<file path="src/rtl/delay_scan_sequencer.sv">
// delay_scan_sequencer
//   Per-link input-delay calibration engine. Links are calibrated one at a
//   time, lowest index first. Each link's input delay is stepped from tap 0
//   upward. At every scan point the link's error counter is cleared and
//   allowed to accumulate for a dwell period, then it is sampled. The centre
//   of the longest error-free run of taps is then programmed into the link.
// Ports
//   clk160           calibration clock
//   rst              synchronous active-high reset (aborts a run, clears results)
//   start            one-cycle run request, ignored while busy
//   link_mask        links to calibrate, captured when start is accepted
//   busy / done      run in progress / one-cycle end-of-run pulse
//   link_ok          per-link: a non-empty error-free window was found and applied
//   link_delay       per-link chosen tap, link i at [i*DELAY_W +: DELAY_W]
//   delay_set        per-link one-cycle load strobe for delay_in
//   delay_mode       per-link load mode, always fixed-tap (0)
//   delay_in         per-link tap value, valid with delay_set, held between loads
//   reset_counters   per-link one-cycle error-counter clear
//   delay_ready      per-link delay-line ready
//   bit_align_errors per-link 16-bit error count, link i at [i*16 +: 16]
module delay_scan_sequencer #(
  parameter int NLINKS        = 12,
  parameter int DELAY_W       = 9,
  parameter int DELAY_MAX     = 511,
  parameter int DELAY_STEP    = 8,
  parameter int DWELL_CYCLES  = 4096,
  parameter int READY_TIMEOUT = 1024
) (
  input  logic                       clk160,
  input  logic                       rst,
  input  logic                       start,
  input  logic [NLINKS-1:0]          link_mask,
  output logic                       busy,
  output logic                       done,
  output logic [NLINKS-1:0]          link_ok,
  output logic [NLINKS*DELAY_W-1:0]  link_delay,
  output logic [NLINKS-1:0]          delay_set,
  output logic [NLINKS-1:0]          delay_mode,
  output logic [NLINKS*DELAY_W-1:0]  delay_in,
  output logic [NLINKS-1:0]          reset_counters,
  input  logic [NLINKS-1:0]          delay_ready,
  input  logic [NLINKS*16-1:0]       bit_align_errors
);

  localparam int LINK_W = (NLINKS > 1) ? $clog2(NLINKS) : 1;
  localparam int LEN_W  = DELAY_W + 1;
  localparam int CEN_W  = DELAY_W + 8;
  localparam int TO_W   = $clog2(READY_TIMEOUT + 1);
  localparam int DWL_W  = (DWELL_CYCLES > 1) ? $clog2(DWELL_CYCLES) : 1;

  typedef enum logic [3:0] {
    ST_IDLE        = 4'd0,
    ST_NEXT_LINK   = 4'd1,
    ST_SET_DELAY   = 4'd2,
    ST_WAIT_READY  = 4'd3,
    ST_CLR_CNT     = 4'd4,
    ST_DWELL       = 4'd5,
    ST_SAMPLE      = 4'd6,
    ST_FINISH_LINK = 4'd7,
    ST_APPLY       = 4'd8,
    ST_WAIT_APPLY  = 4'd9,
    ST_DONE        = 4'd10
  } state_t;

  state_t                    state_r, state_next_s;
  logic [NLINKS-1:0]         mask_r, mask_next_s;
  logic [LINK_W-1:0]         link_r, link_next_s;
  logic [DELAY_W-1:0]        tap_r, tap_next_s;
  logic [TO_W-1:0]           wait_r, wait_next_s;
  logic [DWL_W-1:0]          dwell_r, dwell_next_s;
  logic [DELAY_W-1:0]        cur_start_r, cur_start_next_s;
  logic [LEN_W-1:0]          cur_len_r, cur_len_next_s;
  logic [DELAY_W-1:0]        best_start_r, best_start_next_s;
  logic [LEN_W-1:0]          best_len_r, best_len_next_s;
  logic [DELAY_W-1:0]        centre_r, centre_next_s;

  logic                      busy_next_s, done_next_s;
  logic [NLINKS-1:0]         link_ok_next_s, delay_set_next_s, reset_counters_next_s;
  logic [NLINKS*DELAY_W-1:0] link_delay_next_s, delay_in_next_s;

  logic                      low_found_s;
  logic [LINK_W-1:0]         low_idx_s;
  logic [15:0]               sel_err_s;
  logic                      sel_ready_s;
  logic                      ready_ok_s, timeout_s;
  logic [31:0]               tap_sum_s;
  logic [DELAY_W-1:0]        run_start_s;
  logic [LEN_W-1:0]          run_len_s;
  logic [CEN_W-1:0]          centre_off_s;

  assign delay_mode = '0;

  // Lowest-index link still pending in the captured mask.
  always_comb begin
    low_found_s = 1'b0;
    low_idx_s   = '0;
    for (int i = NLINKS - 1; i >= 0; i--) begin
      if (mask_r[i]) begin
        low_found_s = 1'b1;
        low_idx_s   = LINK_W'(i);
      end else begin
        low_idx_s   = low_idx_s;
      end
    end
  end

  // Select the error count and ready flag of the link being calibrated.
  always_comb begin
    sel_err_s   = 16'd0;
    sel_ready_s = 1'b0;
    for (int i = 0; i < NLINKS; i++) begin
      if (link_r == LINK_W'(i)) begin
        sel_err_s   = bit_align_errors[i*16 +: 16];
        sel_ready_s = delay_ready[i];
      end else begin
        sel_ready_s = sel_ready_s;
      end
    end
  end

  // The wait counter is 1 in the first cycle after the load strobe, so
  // ">= 2" means at least two cycles have elapsed since the load.
  assign ready_ok_s   = sel_ready_s && (wait_r >= TO_W'(2));
  assign timeout_s    = (wait_r >= TO_W'(READY_TIMEOUT));
  assign tap_sum_s    = 32'(tap_r) + 32'(DELAY_STEP);
  // A passing point either opens a new run at the current tap or extends one.
  assign run_start_s  = (cur_len_r == '0) ? tap_r : cur_start_r;
  assign run_len_s    = cur_len_r + LEN_W'(1);
  // Half the span between first and last passing tap, floor-truncated.
  assign centre_off_s = ((CEN_W'(best_len_r) - CEN_W'(1)) * CEN_W'(DELAY_STEP)) >> 1;

  // Next-state, window bookkeeping and next output values.
  always_comb begin
    state_next_s          = state_r;
    mask_next_s           = mask_r;
    link_next_s           = link_r;
    tap_next_s            = tap_r;
    wait_next_s           = wait_r;
    dwell_next_s          = dwell_r;
    cur_start_next_s      = cur_start_r;
    cur_len_next_s        = cur_len_r;
    best_start_next_s     = best_start_r;
    best_len_next_s       = best_len_r;
    centre_next_s         = centre_r;
    link_ok_next_s        = link_ok;
    link_delay_next_s     = link_delay;
    delay_in_next_s       = delay_in;
    delay_set_next_s      = '0;
    reset_counters_next_s = '0;
    done_next_s           = 1'b0;

    case (state_r)
      ST_IDLE: begin
        if (start) begin
          mask_next_s       = link_mask;
          link_ok_next_s    = '0;
          cur_start_next_s  = '0;
          cur_len_next_s    = '0;
          best_start_next_s = '0;
          best_len_next_s   = '0;
          state_next_s      = ST_NEXT_LINK;
        end else begin
          state_next_s      = ST_IDLE;
        end
      end
      ST_NEXT_LINK: begin
        if (low_found_s) begin
          link_next_s                 = low_idx_s;
          mask_next_s[low_idx_s]      = 1'b0;
          tap_next_s                  = '0;
          cur_start_next_s            = '0;
          cur_len_next_s              = '0;
          best_start_next_s           = '0;
          best_len_next_s             = '0;
          delay_set_next_s[low_idx_s] = 1'b1;
          delay_in_next_s[int'(low_idx_s)*DELAY_W +: DELAY_W] = '0;
          state_next_s                = ST_SET_DELAY;
        end else begin
          done_next_s                 = 1'b1;
          state_next_s                = ST_DONE;
        end
      end
      ST_SET_DELAY: begin
        wait_next_s  = TO_W'(1);
        state_next_s = ST_WAIT_READY;
      end
      ST_WAIT_READY: begin
        if (ready_ok_s) begin
          reset_counters_next_s[link_r] = 1'b1;
          state_next_s                  = ST_CLR_CNT;
        end else if (timeout_s) begin
          link_ok_next_s[link_r]        = 1'b0;
          state_next_s                  = ST_NEXT_LINK;
        end else begin
          wait_next_s                   = wait_r + TO_W'(1);
        end
      end
      ST_CLR_CNT: begin
        dwell_next_s = '0;
        state_next_s = ST_DWELL;
      end
      ST_DWELL: begin
        if (dwell_r == DWL_W'(DWELL_CYCLES - 1)) begin
          state_next_s = ST_SAMPLE;
        end else begin
          dwell_next_s = dwell_r + DWL_W'(1);
        end
      end
      ST_SAMPLE: begin
        if (sel_err_s == 16'd0) begin
          cur_start_next_s = run_start_s;
          cur_len_next_s   = run_len_s;
          // Strict compare: an equal-length later window never displaces the earlier one.
          if (run_len_s > best_len_r) begin
            best_start_next_s = run_start_s;
            best_len_next_s   = run_len_s;
          end else begin
            best_len_next_s   = best_len_r;
          end
        end else begin
          cur_len_next_s = '0;
        end
        if (tap_sum_s <= 32'(DELAY_MAX)) begin
          tap_next_s                = DELAY_W'(tap_sum_s);
          delay_set_next_s[link_r]  = 1'b1;
          delay_in_next_s[int'(link_r)*DELAY_W +: DELAY_W] = DELAY_W'(tap_sum_s);
          state_next_s              = ST_SET_DELAY;
        end else begin
          state_next_s              = ST_FINISH_LINK;
        end
      end
      ST_FINISH_LINK: begin
        if (best_len_r == '0) begin
          link_ok_next_s[link_r]   = 1'b0;
          state_next_s             = ST_NEXT_LINK;
        end else begin
          centre_next_s            = DELAY_W'(CEN_W'(best_start_r) + centre_off_s);
          delay_set_next_s[link_r] = 1'b1;
          delay_in_next_s[int'(link_r)*DELAY_W +: DELAY_W] =
            DELAY_W'(CEN_W'(best_start_r) + centre_off_s);
          state_next_s             = ST_APPLY;
        end
      end
      ST_APPLY: begin
        wait_next_s  = TO_W'(1);
        state_next_s = ST_WAIT_APPLY;
      end
      ST_WAIT_APPLY: begin
        if (ready_ok_s) begin
          link_delay_next_s[int'(link_r)*DELAY_W +: DELAY_W] = centre_r;
          link_ok_next_s[link_r] = 1'b1;
          state_next_s           = ST_NEXT_LINK;
        end else if (timeout_s) begin
          link_ok_next_s[link_r] = 1'b0;
          state_next_s           = ST_NEXT_LINK;
        end else begin
          wait_next_s            = wait_r + TO_W'(1);
        end
      end
      ST_DONE: begin
        state_next_s = ST_IDLE;
      end
      default: begin
        state_next_s = ST_IDLE;
      end
    endcase

    busy_next_s = (state_next_s != ST_IDLE);
  end

  // State, bookkeeping and output registers; outputs are registered copies of next values.
  always_ff @(posedge clk160) begin
    if (rst) begin
      state_r        <= ST_IDLE;
      mask_r         <= '0;
      link_r         <= '0;
      tap_r          <= '0;
      wait_r         <= '0;
      dwell_r        <= '0;
      cur_start_r    <= '0;
      cur_len_r      <= '0;
      best_start_r   <= '0;
      best_len_r     <= '0;
      centre_r       <= '0;
      busy           <= 1'b0;
      done           <= 1'b0;
      link_ok        <= '0;
      link_delay     <= '0;
      delay_set      <= '0;
      delay_in       <= '0;
      reset_counters <= '0;
    end else begin
      state_r        <= state_next_s;
      mask_r         <= mask_next_s;
      link_r         <= link_next_s;
      tap_r          <= tap_next_s;
      wait_r         <= wait_next_s;
      dwell_r        <= dwell_next_s;
      cur_start_r    <= cur_start_next_s;
      cur_len_r      <= cur_len_next_s;
      best_start_r   <= best_start_next_s;
      best_len_r     <= best_len_next_s;
      centre_r       <= centre_next_s;
      busy           <= busy_next_s;
      done           <= done_next_s;
      link_ok        <= link_ok_next_s;
      link_delay     <= link_delay_next_s;
      delay_set      <= delay_set_next_s;
      delay_in       <= delay_in_next_s;
      reset_counters <= reset_counters_next_s;
    end
  end

endmodule

</file>
<file path="config.mk">
export PLATFORM = sky130hd
export DESIGN_NAME = delay_scan_sequencer
export DESIGN_NICKNAME = d
export VERILOG_FILES = /design/src/rtl/delay_scan_sequencer.sv
export SDC_FILE = /design/constraint.sdc
export NUM_CORES = 1
export LEC_CHECK = 0
export CAP_MARGIN = 20
export CELL_PAD_IN_SITES_DETAIL_PLACEMENT = 1
export CELL_PAD_IN_SITES_GLOBAL_PLACEMENT = 1
export CORE_ASPECT_RATIO = 0.6
export CORE_MARGIN = 5
export CORE_UTILIZATION = 35
export DETAILED_ROUTE_END_ITERATION = 12
export PLACE_DENSITY = 0.83
export SYNTH_ARGS = -nofsm -noshare
export SYNTH_HDL_FRONTEND = slang
export SYNTH_SLANG_ARGS = --single-unit
export TNS_END_PERCENT = 5
</file>
<file path="constraint.sdc">
create_clock -name clk160 -period 4.1 [get_ports clk160]
set_input_delay 0.82 -clock clk160 [delete_from_list [all_inputs] [get_ports clk160]]
set_output_delay 0.82 -clock clk160 [all_outputs]
set_load 0.01 [all_outputs]
</file>
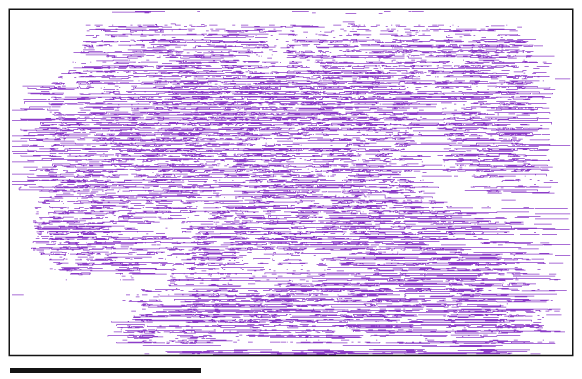
(images/m1.png)
Bar = 100 um.
longest straight run = 73.1 um
wire length on this layer = 39.1 mm
main direction = horizontal
nets with wire on the layer = 2681
share of all routed wire = 45%
via count: 19.34k
grt met1 use: 44.46%
WL final: 86890 um

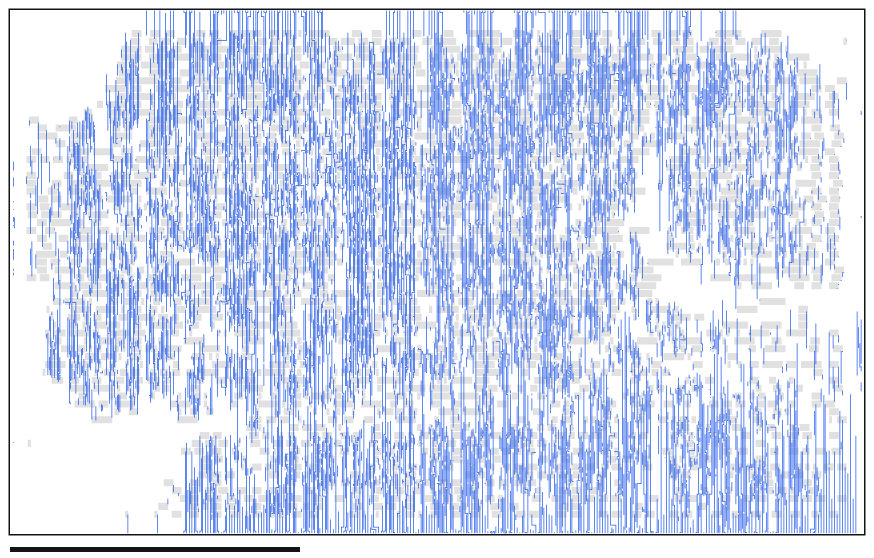
(images/m2.png)
Bar = 100 um. Cells faint in the background.
longest straight run = 75.1 um
share of all routed wire = 45%
main direction = vertical
met2 usage: 48.61%

==> run summary <==
Numbers from the implementation run.

The headroom to the max-slew limit is 24.95%. STA shows the worst min-delay path finishing at cur_start_r[1]. Summing all multi-input logic gate instances after layout gives 9303 um2. The number of antenna violations at the first check in global routing is 3. The layout has 567 buffers outside the clock class. In this run the static leakage power is 8.420 nW. The sink count of the clock tree is 350. The chip area is 53280 um2. The last timing report of the flow puts the setup violation total at 0. In the per-layer breakdown of the detailed-route log, met1 shows 39060 um. The total cell area at the placement stage is 22760 um2. The fraction of registers with async set or reset after synthesis is 0%.

Yosys attributes the largest share of cell area to dfxtp_1 41%, a21oi_1 7.0%, nand2_1 6.6%, nor2_1 4.2%, nand3_1 3.3%. The setup slack after layout is 0.1624 ns. The hold-fix buffer count after cts is 0. The post-synth register bit count is 350. The main kind of combinational logic by area is AND-OR/OR-AND gates. Dividing the synthesized area by the synthesized cell count gives 8.036 um2. The cell-mix breakdown from Yosys lists the XOR/XNOR area share as 2.058%. The transition time at the pin with the least slew margin is 1.114 ns. The fraction of the core area covered by cells at the end of the flow is 50.04%. For reference, full adder, half adder and majority cells occupy 2.544% of the area reported after synthesis. The worst hold path cell count is 2. The startpoint of the most critical setup path is link_r[0]. The largest registers in the layout are delay_in: 108 flops, link_delay: 108 flops.

The floorplan die height is 180.8 um. Wire segments on met3 add up to 7091 um in the final route. The number of levels in the clock H-tree is 2.

The clock buffer count in the final layout is 49. The startpoint of the most critical hold path is cur_start_r[1]. The relative area of non-clock buffer cells in the final design is 22.86%. Per the synth stats, the flop cell with the highest instance count is dfxtp_1. The final layout contains a sequential cell count of 350. The critical path arrival is 4.33 ns. Wire segments on met2 add up to 38910 um in the final route. In the final report, the number of pins over their slew limit comes to 0. Once the clock tree was built, the setup fixing pass inserted 0 buffers. The total number of warnings across the stage logs is 38. In this run the deepest clock path goes through 3 buffers. The sequential cell area is 7009 um2. Across the run, the number of max-cap violations was 0. The number of detailed-routing iterations run before antenna repair is 5. The flow ran to the end, and the final reports show no timing, DRC or antenna violations. Counting instances in the post-synthesis netlist gives the leading cell types as 350 x dfxtp_1, 299 x nand2_1, 237 x a21oi_1.

Once the floorplan was initialized, standard cells occupied 35.50% of the core. The multi-input combinational gate total is 1587.
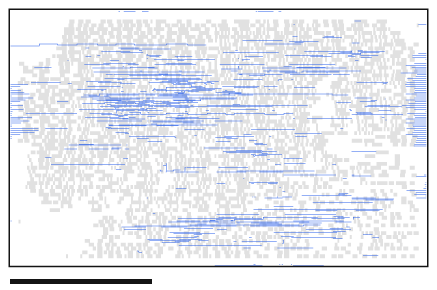
(images/m3.png)
Bar = 100 um. Cells faint in the background.
nets with wire on the layer = 343
wire length on this layer = 7090 um
global-route met3 utilization: 5.755%

## per-layer routing
layer  track usage (%)  vias up
met5                 0        -
li1                  -     8623
met2             48.61      850
met1             44.46     9744
met4             5.903        0
met3             5.755      121
## power by group
| group | internal (mW) | switching (mW) |
|---|---|---|
| Sequential | 3.44 | 0.0444 |
| Combinational | 0.902 | 1.75 |
| Clock | 1.99 | 1.43 |
## worst max-delay path: stages (launching register included)
cell and delay [ns]:
dfxtp_2 0.36, inv_1 0.22, ha_1 0.28, buf_4 0.28, nand3b_1 0.31, o21ai_0 0.29
a221oi_1 0.14, a311oi_2 0.39, buf_4 0.19, o2111ai_1 0.23, o31ai_2 0.31, buf_4 0.25
a31oi_2 0.15, buf_4 0.24, o2bb2ai_1 0.16
No activity file was given, so power comes from the tool's default toggle rates.
